File: src/rtl/fsm_3b.sv
// Pop/valid control between a non-show-ahead raw-data FIFO and its consumer.
// Keeps at most one popped word outstanding and refills on acceptance.
module fsm_3b (
  input  logic clk,
  input  logic reset,
  input  logic raw_data_out_fifo_empty,
  input  logic raw_data_accepted,
  output logic raw_data_out_pop,
  output logic raw_data_valid
);

  typedef enum logic [1:0] {
    StInit    = 2'b00,
    StVFetch  = 2'b01,
    StVReady  = 2'b10,
    StIllegal = 2'b11
  } state_e;

  state_e state_q, state_d;

  always_ff @(posedge clk) begin
    if (reset) begin
      state_q <= StInit;
    end else begin
      state_q <= state_d;
    end
  end

  always_comb begin
    state_d = state_q;
    case (state_q)
      StInit: state_d = StVFetch;
      StVFetch: begin
        if (!raw_data_out_fifo_empty) state_d = StVReady;
      end
      StVReady: begin
        // Back-to-back acceptance stays here; only a drained FIFO falls back to fetch.
        if (raw_data_accepted && raw_data_out_fifo_empty) state_d = StVFetch;
      end
      default: state_d = StInit;
    endcase
  end

  always_comb begin
    raw_data_out_pop = 1'b0;
    raw_data_valid   = 1'b0;
    if (!reset) begin
      case (state_q)
        StVFetch: raw_data_out_pop = !raw_data_out_fifo_empty;
        StVReady: begin
          raw_data_valid   = 1'b1;
          raw_data_out_pop = raw_data_accepted && !raw_data_out_fifo_empty;
        end
        default: begin
          raw_data_out_pop = 1'b0;
          raw_data_valid   = 1'b0;
        end
      endcase
    end
  end

endmodule

File: config.mk
export PLATFORM = sky130hd
export DESIGN_NAME = fsm_3b
export DESIGN_NICKNAME = d
export VERILOG_FILES = /design/src/rtl/fsm_3b.sv
export SDC_FILE = /design/constraint.sdc
export NUM_CORES = 1
export LEC_CHECK = 0
export ABC_AREA = 1
export ABC_CLOCK_PERIOD_IN_PS = 1030
export CORE_AREA = 2 2 39 41
export CTS_CLUSTER_DIAMETER = 80
export DETAILED_ROUTE_END_ITERATION = 12
export DIE_AREA = 0 0 41 43
export GPL_ROUTABILITY_DRIVEN = 0
export PLACE_DENSITY = 0.34
export SLEW_MARGIN = 5
export SYNTH_ARGS = -nofsm -noshare
export SYNTH_HDL_FRONTEND = slang
export SYNTH_SLANG_ARGS = --single-unit
export TNS_END_PERCENT = 50
File: constraint.sdc
create_clock -name clk -period 1.03 [get_ports clk]
set_input_delay 0.309 -clock clk [delete_from_list [all_inputs] [get_ports clk]]
set_output_delay 0.309 -clock clk [all_outputs]
set_load 0.005 [all_outputs]
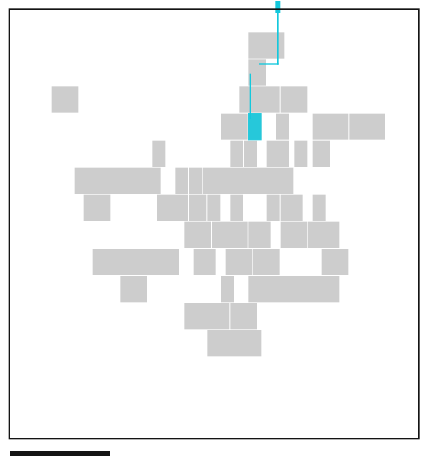
Figure 1: run 1, I/O nets highlighted.
The bar under the picture is 10 um long.
colour	port	direction	end cells	buffers	wire
cyan	`raw_data_valid`	output	1	1	11.4 um

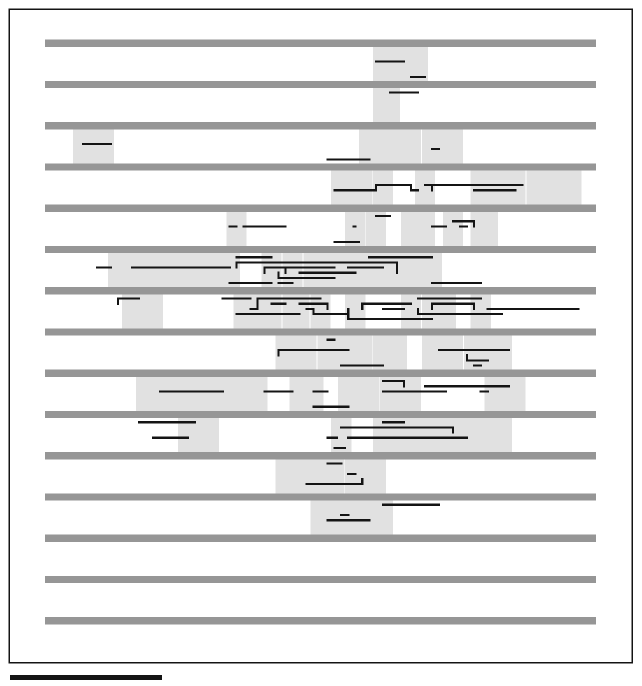
Figure 2: run 1, M1 wires.
The bar under the picture is 10 um long. Supply wires on this layer in grey. Cells faint in the background.
longest straight run	10.6 um
share of all routed wire	41%
routed vias: 223
grt met1 use: 7.64%
total routed wirelength: 501 um

==> run_results.csv, run 1 <==
group,metric,value,unit
status,outcome,"complete, but fails checks",
final_timing,finalWorstSetupSlack,-388,ps
placement,postPlaceCellArea,299,um^2
final_timing,setup_violations,4,
final_timing,worst_slew_margin_rel,92.1,%
clock_tree,tritoncts,"yes",
routing,viasPerCell,3.72,
clock_tree,cts-root-buf,"clkbuf_4",
synth,synth.logic.top_family,"simple AND/OR/NAND/NOR gates",
setup_path,startpoint,"state_q[1]",
power,internal_power,0.000611,W
final_timing,layout_min_cycle_time,1420,ps
cells_and_area,finalCoreUtilization,27.8,%
clock_tree,clk_pin_slew,30,ps
global_route,grt_antenna_before_repair,0,
hold_path,timing.hold.worst_endpoint,"state_q[1]",
synth,synth-seq-cells,2,
setup_path,crit_arrival,1110,ps
final_timing,final_hold_violating_endpoints,0,
setup_path,worstSetupEndpoint,"raw_data_out_pop",
placement,quantity_of_i_o_buffers_inserted_on_ports,5,
clock_tree,htree_levels,1,
die,io_pins,6,
power,power.net_switching,0.000387,W
die,floorplan.die.height,43,um
clock_tree,cts.repair_timing.setup_buffer_count,2,
cells_and_area,layoutNonFillerInstCount,60,
synth,ys_async_sr_fraction,0,%
clock_tree,cts_resized,19,
setup_path,launching_element_type_of_the_critical_path,"flop",
die,fp_util,13.5,%
synth,synthesis.area,186,um^2
cells_and_area,biggestRegsByFlops,"state_q x2",
final_timing,fin_crit_sh,138,%
setup_path,r2r-end,"state_q[0]",
clock_tree,clockBufferDepth,2,
global_route,first_global_vias,247,
power,seq_power_share,19.6,%
power,clock_power_share,16.9,%
final_timing,finalSetupTns,-1190,ps
die,floorplan.core_area,0.00138,mm^2
status,violations,"negative setup slack",
synth,synth.top_cell.area_share,26.8,%
global_route,grt_first_pass_wirelength,883,um
cells_and_area,final_nets,54,
clock_tree,tritoncts_num_sinks,2,
synth,synth_cells,28,
power,irDropWorstVdd,0.000877,V
setup_path,reg2reg_from,"state_q[0]",
setup_path,setup.reg_to_reg.worst_slack,-260,ps
setup_path,timing.critical_path.required,720,ps
placement,detailedPlacementHpwl,340,um
cells_and_area,nFillCells,157,
synth,post_synth_mux_area_share,0,%
synth,edf_count,0,
final_timing,clock-skew-final,0.216,ps
synth,yosys_most_used_dff,"dfxtp_1",
synth,postSynthNetCount,36,
hold_path,holdCritPathClass,"flop to flop",
setup_path,worst-setup-path-type,"flop to output port",
synth,synth.distinct_cells,9,
synth,synth.area.top_cells,"ha_1 27%, dfxtp_1 21%, nand2_1 12%, inv_1 10%, nor2_1 10%",
routing,drt_first_iter_violations,0,
final_timing,worst-slew-pin-transition,118,ps
synth,most_frequently_used_cell_type_in_the_post_synthesis_netlist,"nand2_1",
die,fp-row-count,14,
global_route,overflow,0,
final_timing,grt_setup_unrepaired,"true",
hold_path,hold_path_startpoint,"state_q[1]",
setup_path,timing.critical_path.to_type,"output port",
synth,postSynthAreaPerCell,6.66,um^2
synth,yosys_warnings,0,
synth,postSynthSeqShare,21.5,%
power,power.density_cell_area,2590,mW/mm^2
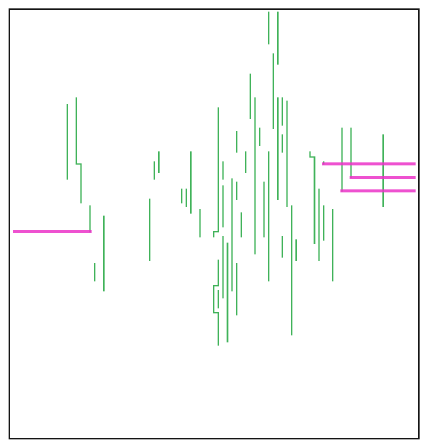
Figure 3: run 1, wiring by layer.
Only two layers are drawn.
colour	layer	wire length
magenta	metal 3	30.3 um
green	metal 2	267 um
Routed wire per std cell: 8.35 um
total global routing track utilization: 7.31%

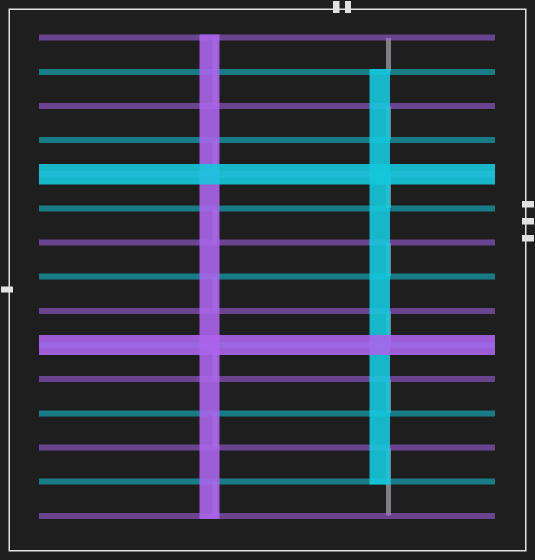
Figure 4: run 1, floorplan with the power grid.
Pins as bars on the die edge. Tap cells in grey.
colour	net
purple	VSS
cyan	VDD
signal pins	6
met5 straps	2
met4 straps	2
met1 rails	15

-- run 1: final cells by class --
type	instances	area (um^2)	share of cell area, %
tap	16	20.0	5.19
inverter	5	23.8	6.17
clock buffer	3	22.5	5.84
sequential	2	47.5	12.3
multi-input combinational	21	171	44.5
timing repair buffer	13	100	26.0
-- run 1: stage by stage --
stage | hold WS (ps) | power, W
global placement | 506 | 0.000603
global route | 597 | 0.00109
CTS | 550 | 0.000966
finish | 543 | 0.000998
detailed placement | 512 | 0.000598
floorplan | 457 | 0.000420
-- run 1: metal layers --
layer | global-route usage (%) | wire length [um] | vias up
li1 | - | - | 120
met1 | 7.64 | 204 | 99
met2 | 11.6 | 266 | 4
met4 | 4.00 | 0 | 0
met3 | 3.14 | 30 | 0
met5 | 0 | 0 | -
-- run 1: layout by cell type (no fill, tap or decap), types with 2 or more instances in the layout --
cell type        Yosys  final
buf_4                0      8
dfxtp_4              0      2
inv_1                5      2
nand2_1              6      5
clkdlybuf4s50_1      0      3
clkbuf_4             0      3
inv_4                0      2
nand2_2              2      2
ha_4                 0      2
a21oi_2              1      2
nor2_1               5      5
buf_2                0      2
-- run 1: power groups by stage --
| stage | combinational [W] | sequential (W) | clock [W] |
|---|---|---|---|
| floorplan | 0.000266 | 0.000154 | 0 |
| global placement | 0.000440 | 0.000163 | 0 |
| detailed placement | 0.000436 | 0.000162 | 0 |
| CTS | 0.000584 | 0.000199 | 0.000183 |
| global route | 0.000710 | 0.000200 | 0.000184 |
| finish | 0.000634 | 0.000196 | 0.000168 |
-- run 1: critical path, cell delays in order, from the launching register on --
cell     delay, ps
dfxtp_4        370
inv_4           50
ha_4           250
nand2_2         40
nor2_1          70
buf_2          110
==> run 2, diff against run 1 <==
- ABC_CLOCK_PERIOD_IN_PS: 1030 -> 1400
- PLACE_DENSITY: 0.34 -> 0.33
- TNS_END_PERCENT: 50 -> not set
- clock period: 1.03 -> 1.4 ns (I/O delays scaled with it)
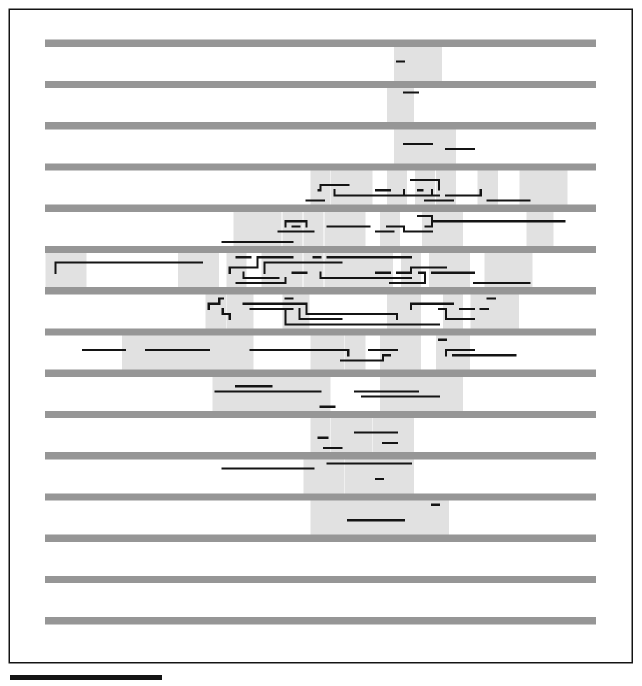
Figure 5: run 2, M1 wires.
The bar under the picture is 10 um long. Supply wires on this layer in grey. Cells faint in the background.
nets with wire on the layer	45
main direction	horizontal
longest straight run	10.1 um
share of all routed wire	45%
grt met1 use: 7.32%
routed vias: 229
total routed wirelength: 486 um

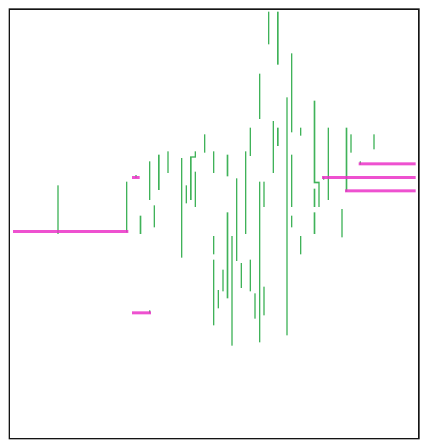
Figure 6: run 2, wiring by layer.
Only two layers are drawn.
colour	layer	wire length
green	metal 2	222 um
magenta	metal 3	34.4 um
Routed wire per std cell: 7.97 um

==> run_results.csv, run 2 <==
group,metric,value,unit
synth,synth.logic.top_family,"simple AND/OR/NAND/NOR gates",
setup_path,critical_path_buf_inv_count,3,
clock_tree,clockBufferDepth,2,
die,io_pins,6,
clock_tree,htree_levels,1,
final_timing,final_hold_violating_endpoints,0,
setup_path,crit_arrival,1140,ps
final_timing,layout_min_cycle_time,1560,ps
setup_path,timing.critical_path.cells,"inv_4, ha_4, buf_6, a21oi_2, nor2_1, buf_2",
global_route,overflow,0,
synth,synthesis.area,186,um^2
synth,postSynthAreaPerCell,6.66,um^2
status,outcome,"complete, but fails checks",
hold_path,hold_path_startpoint,"state_q[1]",
placement,postPlaceCellArea,294,um^2
global_route,grt_antenna_before_repair,0,
power,power.density_cell_area,1870,mW/mm^2
routing,routed-wl-met3,34,um
cells_and_area,biggestRegsByFlops,"state_q x2",
final_timing,fin_crit_sh,112,%
synth,edf_count,0,
global_route,first_global_vias,227,
synth,synth_cells,28,
final_timing,finalWorstSetupSlack,-164,ps
status,violations,"negative setup slack",
synth,most_frequently_used_cell_type_in_the_post_synthesis_netlist,"nand2_1",
global_route,gr-usage-all-layers,7.31,%
global_route,global_route_met2_utilization,10.9,%
cells_and_area,layout_top_cells_excl_fill_tap,"8 x buf_4, 6 x nand2_1, 5 x nor2_1",
synth,synth-seq-cells,2,
cells_and_area,final_nets,55,
clock_tree,cts-root-buf,"clkbuf_4",
final_timing,finalSetupTns,-164,ps
final_timing,setup_violations,1,
cells_and_area,layout_top_cell_excl_fill_tap,"buf_4",
setup_path,timing.critical_path.to_type,"output port",
clock_tree,tritoncts,"yes",
synth,postSynthSeqShare,21.5,%
setup_path,cpLargestDelayFamily,"flip-flops",
setup_path,launching_element_type_of_the_critical_path,"flop",
setup_path,timing.critical_path.required,980,ps
synth,ys_async_sr_fraction,0,%
die,fp_util,13.5,%
synth,yosys_most_used_dff,"dfxtp_1",
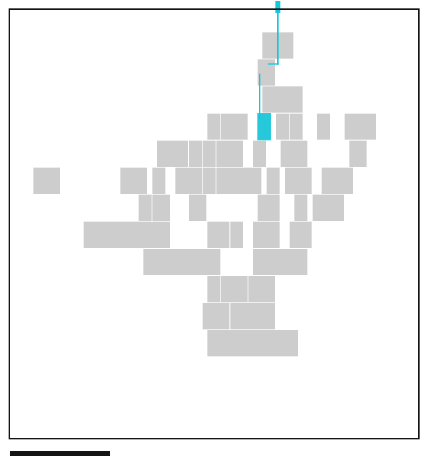
Figure 7: run 2, I/O nets highlighted.
The bar under the picture is 10 um long.
colour	port	direction	end cells	buffers	wire
cyan	`raw_data_valid`	output	1	1	10.5 um

[run 2: cell counts after synthesis]
Identical to the previous run, type by type.
[run 2: per-stage QoR]
| step | cells | util (%) | power, W |
|---|---|---|---|
| after global placement | 54 | 21.2 | 0.000430 |
| final | 61 | 26.2 | 0.000678 |
| after CTS | 60 | 25.5 | 0.000661 |
| after global routing | 61 | 26.2 | 0.000760 |
| after floorplan | 28 | - | 0.000293 |
| after detailed placement | 54 | 21.2 | 0.000424 |
[run 2: cells by family after synthesis]
kind of cell / Yosys count
AOI/OAI and AO/OA: 3
adders and majority gates: 4
DFF: 2
buffers and inverters: 5
and+or+nand+nor: 14
[run 2: worst min-delay path, cell delays in order (launching register included)]
cell and delay [ps]:
dfxtp_4 350, a21oi_1 40, nor2_1 80
[run 2: repair_timing]
action                                  4_1_cts  5_1_grt
gates resized                                21        1
buffers inserted                              3        1
endpoints found under the setup margin        2        2
gates cloned                                  0        0
pin swaps                                     4        2
[run 2: final cells by class]
cell class / count / area [um^2]
Tap cell: 16 / 20.0
Clock buffer: 3 / 22.5
Fill cell: 167 / 1020
Multi-Input combinational cell: 21 / 146
Sequential cell: 2 / 45.0
Timing Repair Buffer: 14 / 108
Inverter: 5 / 21.3
[run 2: worst max-delay path by stage]
stage | to | from | depth (start not counted) | slack, ps
floorplan | raw_data_out_pop | state_q[0] | 4 | 140
global placement | raw_data_out_pop | reset | 5 | -630
detailed placement | raw_data_out_pop | reset | 5 | -630
CTS | raw_data_out_pop | state_q[0] | 6 | -180
global route | raw_data_out_pop | state_q[0] | 6 | -230
finish | raw_data_out_pop | state_q[0] | 6 | -160
[run 2: power by group]
group	switching (W)	internal [W]	leakage, nW
logic	0.000191	0.000231	0.153
registers	0.0000311	0.0000967	0.0175
clock network	0.0000338	0.0000946	0.0138
==> run 3, diff against run 2 <==
- ABC_CLOCK_PERIOD_IN_PS: 1400 -> 1700
- CTS_CLUSTER_DIAMETER: 80 -> 100
- clock period: 1.4 -> 1.7 ns (I/O delays scaled with it)
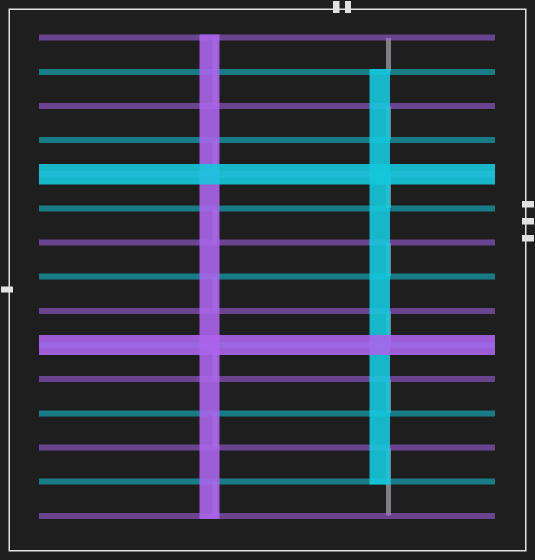
Figure 8: run 3, floorplan with the power grid.
Pins as bars on the die edge. Tap cells in grey.
colour	net
cyan	VDD
purple	VSS
met1 rails	15
met4 straps	2
rows	14

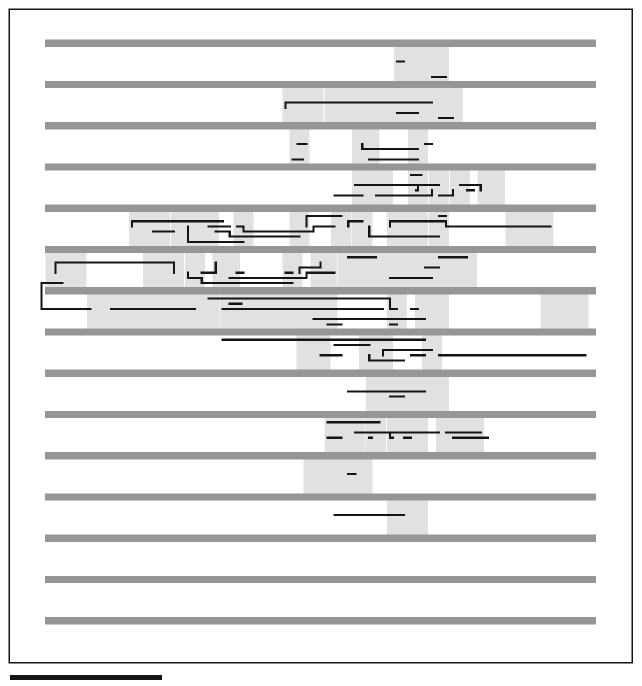
Figure 9: run 3, M1 wires.
The bar under the picture is 10 um long. Supply wires on this layer in grey. Cells faint in the background.
main direction	horizontal
longest straight run	13.3 um
total routed wirelength: 506 um
routed vias: 202
grt met1 use: 7.67%

==> run_results.csv, run 3 <==
group,metric,value,unit
synth,postSynthAreaPerCell,6.66,um^2
final_timing,layout_min_cycle_time,1660,ps
final_timing,finalHoldWorstSlack,524,ps
final_timing,fin_crit_sh,97.5,%
setup_path,slowest_delay,320,ps
clock_tree,clk_pin_slew,30,ps
synth,synth.top_cell.area_share,26.8,%
power,clk_pwr,0.000107,W
setup_path,timing.critical_path.to_type,"output port",
routing,drt_first_iter_violations,1,
power,swShare,39.9,%
synth,most_frequently_used_cell_type_in_the_post_synthesis_netlist,"nand2_1",
power,finalPower,0.000537,W
power,combinationalPower,0.000323,W
power,dominant_power_group,"combinational logic",
synth,synthesis.area,186,um^2
setup_path,timing.critical_path.cells,"buf_4, ha_2, a21oi_2, nor2_1, buf_2",
setup_path,reg2reg_from,"state_q[0]",
die,floorplan.die.height,43,um
synth,synth-seq-cells,2,
global_route,global_route_met2_utilization,10.6,%
final_timing,final_hold_violating_endpoints,0,
synth,synth.distinct_cells,9,
synth,synth_cells,28,
synth,ys_async_sr_fraction,0,%
placement,detailedPlacementHpwl,350,um
synth,synth.logic.top_family,"simple AND/OR/NAND/NOR gates",
synth,postSynthSeqShare,21.5,%
global_route,gr-max-usage-layer,"met2",
die,floorplan.core_area,0.00138,mm^2
power,internal_power,0.000323,W
final_timing,worst-slew-pin-transition,107,ps
power,power.net_switching,0.000214,W
synth,postSynthNetCount,36,
synth,yosys_most_used_dff,"dfxtp_1",
power,seq_power_share,20.0,%
final_timing,worst_slew_margin_rel,92.9,%
setup_path,startpoint,"state_q[0]",
final_timing,setup_violations,0,
setup_path,r2r-end,"state_q[1]",
power,power.density_cell_area,1530,mW/mm^2
setup_path,cpLargestDelayFamily,"flip-flops",
setup_path,critical_path_depth,5,
die,fp-row-count,14,
routing,viasPerCell,3.48,
setup_path,critical_path_buf_inv_count,2,
setup_path,crit_arrival,1150,ps
status,outcome,"finished, final reports clean",
synth,yosys_warnings,0,
final_timing,clock-skew-final,5.82,ps
setup_path,launching_element_type_of_the_critical_path,"flop",
setup_path,setup.reg_to_reg.worst_slack,640,ps
global_route,first_global_vias,222,
power,powerSeq,0.000107,W
placement,postPlaceCellArea,294,um^2
power,clock_power_share,19.9,%
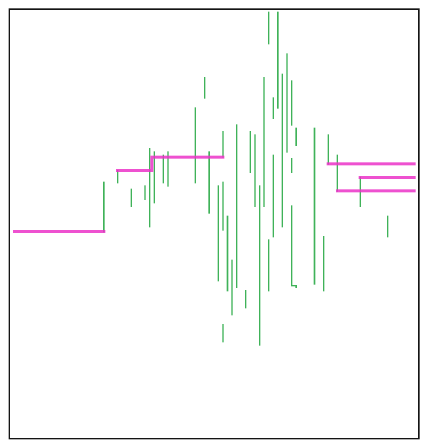
Figure 10: run 3, wiring by layer.
Only two layers are drawn.
colour	layer	wire length
green	metal 2	235 um
magenta	metal 3	42.7 um
total global routing track utilization: 7.31%
Routed wire per std cell: 8.72 um

[run 3: cell types whose count changed in the layout (fill, tap and decap cells not counted), sizes merged]
cell           change
clkdlybuf4s15      +1
clkbuf             +1
buf                -4
dlygate4sd2        -1
[run 3: tightest hold or removal path, stage by stage (launching register included)]
cell and delay [ps]:
dfxtp_4 360, a21oi_1 40, nor2_1 90
[run 3: metrics by stage]
stage / utilization [%] / setup slack [ps] / TNS (ps)
2_1_floorplan: - / 353 / 0
3_3_place_gp: 21.2 / -494 / -868
3_5_place_dp: 21.2 / -536 / -933
4_1_cts: 23.3 / 7.52 / 0
5_1_grt: 25.3 / -1.84 / -1.84
6_report: 25.3 / 43.0 / 0
[run 3: logic make-up (layout without fill, tap and decap cells)]
logic type	after synthesis	count (layout)
adders and majority gates	4	4
AOI/OAI and AO/OA	3	3
buffers and inverters	5	19
DFF	2	2
and+or+nand+nor	14	14
[run 3: worst min-delay path by stage]
stage	start	end	slack, ps	cells past startpoint
5_1_grt	state_q[1]	state_q[1]	560	2
3_5_place_dp	state_q[1]	state_q[1]	520	2
3_3_place_gp	state_q[1]	state_q[1]	520	2
4_1_cts	state_q[1]	state_q[1]	540	2
6_report	state_q[1]	state_q[1]	520	2
2_1_floorplan	state_q[1]	state_q[1]	480	2
[run 3: final cells by class]
class | count | area [um^2]
fill | 164 | 1030
multi-input combinational | 21 | 159
timing repair buffer | 11 | 82.6
sequential | 2 | 45.0
clock buffer | 3 | 22.5
inverter | 5 | 21.3
tap | 16 | 20.0
[run 3: layer usage]
layer	vias up	share of wire [%]
li1	112	-
met1	84	45
met2	6	46
met3	0	8.3
met4	0	0
met5	-	0
[run 3: what timing repair did]
action | CTS | global route
buffers inserted | 0 | 1
pin swaps | 3 | 3
setup endpoints to repair | 2 | 2
gates resized | 14 | 8
No activity file was given, so power comes from the tool's default toggle rates.
